===== config.mk =====
export PLATFORM = sky130hd
export DESIGN_NAME = demux_1ton_reg
export DESIGN_NICKNAME = d
export VERILOG_FILES = /design/src/rtl/demux_1ton_reg.sv
export SDC_FILE = /design/constraint.sdc
export NUM_CORES = 1
export LEC_CHECK = 0
export ABC_AREA = 1
export CAP_MARGIN = 20
export CORE_AREA = 10 10 47 49
export CTS_BUF_LIST = sky130_fd_sc_hd__clkbuf_2 sky130_fd_sc_hd__clkbuf_4 sky130_fd_sc_hd__clkbuf_8
export DETAILED_ROUTE_END_ITERATION = 16
export DIE_AREA = 0 0 57 59
export PLACE_DENSITY = 0.62
export SLEW_MARGIN = 40
export SYNTH_ARGS = -nofsm -noshare
export SYNTH_HDL_FRONTEND = slang
export SYNTH_HIERARCHICAL = 1
export SYNTH_SLANG_ARGS = --single-unit
export TNS_END_PERCENT = 100

===== constraint.sdc =====
create_clock -name clk -period 0.88 [get_ports clk]
set_clock_uncertainty 0.1 [all_clocks]
set_input_delay 0.176 -clock clk [delete_from_list [all_inputs] [get_ports clk]]
set_output_delay 0.176 -clock clk [all_outputs]
set_load 0.02 [all_outputs]

===== src/rtl/demux_1ton_reg.sv =====
// 1-to-N demultiplexer with a combinational lane path and a registered,
// clock-enabled lane path carrying a one-hot valid flag.

module demux_1ton_reg_lane #(
  parameter int WIDTH = 1,
  parameter int SEL_W = 2,
  parameter int LANE  = 0
) (
  input  logic             clk,
  input  logic             rst_n,
  input  logic             en,
  input  logic [WIDTH-1:0] in,
  input  logic [SEL_W-1:0] sel,
  output logic [WIDTH-1:0] comb,
  output logic [WIDTH-1:0] q,
  output logic             vld
);
  logic hit;

  assign hit  = (sel == SEL_W'(LANE));
  assign comb = hit ? in : '0;

  // Valid follows the select, not the data, so a routed zero is still marked.
  always_ff @(posedge clk) begin
    if (!rst_n) begin
      q   <= '0;
      vld <= 1'b0;
    end else if (en) begin
      q   <= comb;
      vld <= hit;
    end
  end
endmodule

module demux_1ton_reg #(
  parameter int WIDTH = 1,
  parameter int SEL_W = 2,
  localparam int N    = 1 << SEL_W
) (
  input  logic               clk,
  input  logic               rst_n,
  input  logic               en,
  input  logic [WIDTH-1:0]   in,
  input  logic [SEL_W-1:0]   sel,
  output logic [N*WIDTH-1:0] out_comb,
  output logic [N*WIDTH-1:0] out,
  output logic [N-1:0]       out_valid
);
  for (genvar k = 0; k < N; k++) begin : g_lane
    demux_1ton_reg_lane #(
      .WIDTH (WIDTH),
      .SEL_W (SEL_W),
      .LANE  (k)
    ) u_lane (
      .clk   (clk),
      .rst_n (rst_n),
      .en    (en),
      .in    (in),
      .sel   (sel),
      .comb  (out_comb[k*WIDTH +: WIDTH]),
      .q     (out[k*WIDTH +: WIDTH]),
      .vld   (out_valid[k])
    );
  end
endmodule


Fig. 1: signal wires on met1
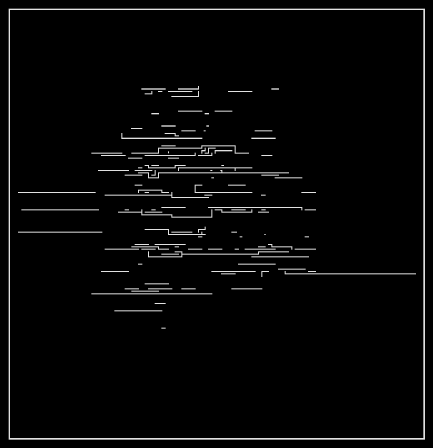
The layer carries 437 um of wire. The layer holds 43% of the routed length. 65 nets have wire on it. The wires run mostly horizontal.
met1 GRT Util: 0.06818
via count: 353
Routed WL: 1025 um

Fig. 2: the metal 2 layer
The bar under the picture is 20 um long.
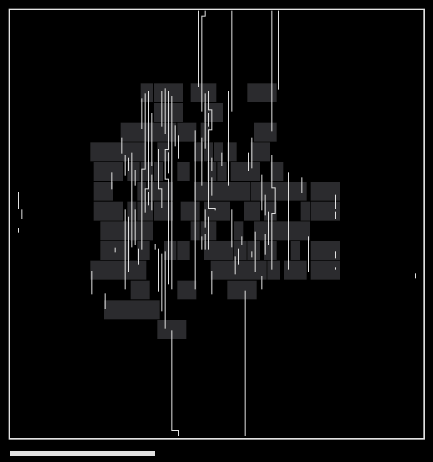
The layer holds 48% of the routed length. The longest straight run is 26.5 um.
met2 Track Usage GR: 0.07907

Fig. 3: met3 routing
The bar under the picture is 20 um long.
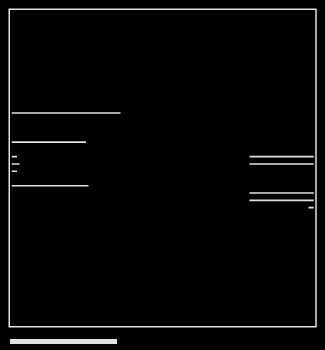
The longest straight run is 20.0 um. The layer carries 97.8 um of wire. The layer holds 9.5% of the routed length. 11 nets have wire on it. The wires run mostly horizontal.
M3 GR Usage: 0.03648

==> metrics.cfg <==
[clocking]
clk_latency_ns = 0.25
cts_tree = built

[run_status]
violations = setup timing
status = finished with violations

[critical_path]
critical_path_class = reg2out
crit-reg2reg-launch = g_lane[3].u_lane/vld$_SDFFE_PN0P_
reg2reg_slack_ns = 0.12
reg2reg_depth = 2
crit_family = flip-flops
critPathLaunch = g_lane[2].u_lane/q$_SDFFE_PN0P_
critPathLaunchType = register
path_cells = buf_6
path_max_fanout = 2
cp.required_ns = 0.60

[routing]
post-route-drc-count = 0
drt_iter0_markers = 1
dr.max_layer_used = met3
viasPerCell = 4.253

[place]
preCtsSetupSlack_ns = -0.9646
dpl_cell_area_um2 = 523.0

[power_and_ir_drop]
power_leakage_uw = 0.0003064
seqPwrFrac = 0.449
top_power_group = registers

[die]
fp-row-count = 14
chipArea_mm2 = 0.003363
fp_util = 0.2268

[layout]
buffers_excl_clock = 21
regArea_um2 = 170.2
comb-cell-share = 0.2373
logic_gate_count = 26
clkCellAreaFrac = 0.03651
fillers = 164

[synth]
common_cells = 9 x inv_1, 8 x dfxtp_1, 6 x a21oi_1
ys_warn_count = 6
synth.distinct_cells = 10

[timing]
max-slew-margin-rel = 0.8424
finalSetupViolCount = 9
rsz0062_at_grt = yes
fmax_ghz = 1.030
hold_violations = 0
fin_hold_ws_ns = 0.09770
fin_ws_ns = -0.09092

[global_route]
antenna_found_initial = 0
grt_pass1_vias = 368
grt_usage = 0.06066

[min_path]
holdPathStages = 4
hold_class = in2reg

Fig. 4: routing congestion map
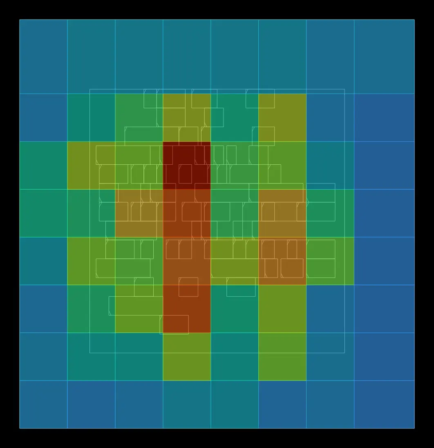
GR peak layer: met2
WL/cell: 12.35 um

Fig. 5: zoomed window
The bar under the picture is 5 um long. Region (4, 34) to (24, 54) um. Cells in gray, sequential cells in the stronger gray; small squares are vias.
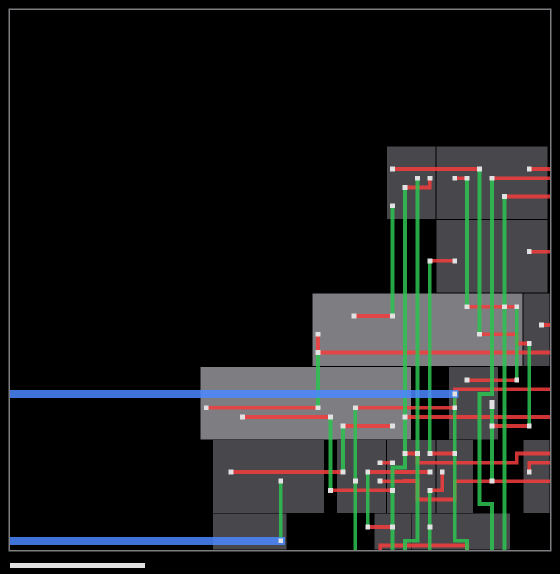
Key: red = met1; green = met2; blue = met3
14 logic cells have their middle in the window. Netlist names of flops here include g_lane.u_lane/q (1), g_lane.u_lane/vld (1). Most frequent: buf_6 (3), a21oi_1 (2), dfxtp_2 (2). Sequential cells in the window: 2.

## layout by cell type, fill, tap and decap left out
cell	netlist	final
inv_4	0	2
buf_4	0	4
inv_1	9	4
buf_12	0	1
nor2_4	0	1
nand2_1	5	4
dfxtp_2	0	8
nand2_2	0	1
buf_2	0	1
a21oi_1	6	6
o21ai_1	2	2
nor2_1	3	3
a21boi_1	1	1
dlygate4sd2_1	0	2
o21ai_0	5	5
clkbuf_4	0	3
inv_2	0	3
nand3_2	0	3
buf_6	0	13
## logic make-up (layout without fill, tap and decap cells)
kind of cell | count (synthesis) | after routing | synth area share
compound gates | 14 | 14 | 0.2283
simple gates | 12 | 12 | 0.1614
buf+inv | 9 | 33 | 0.1063
flops | 8 | 8 | 0.5039
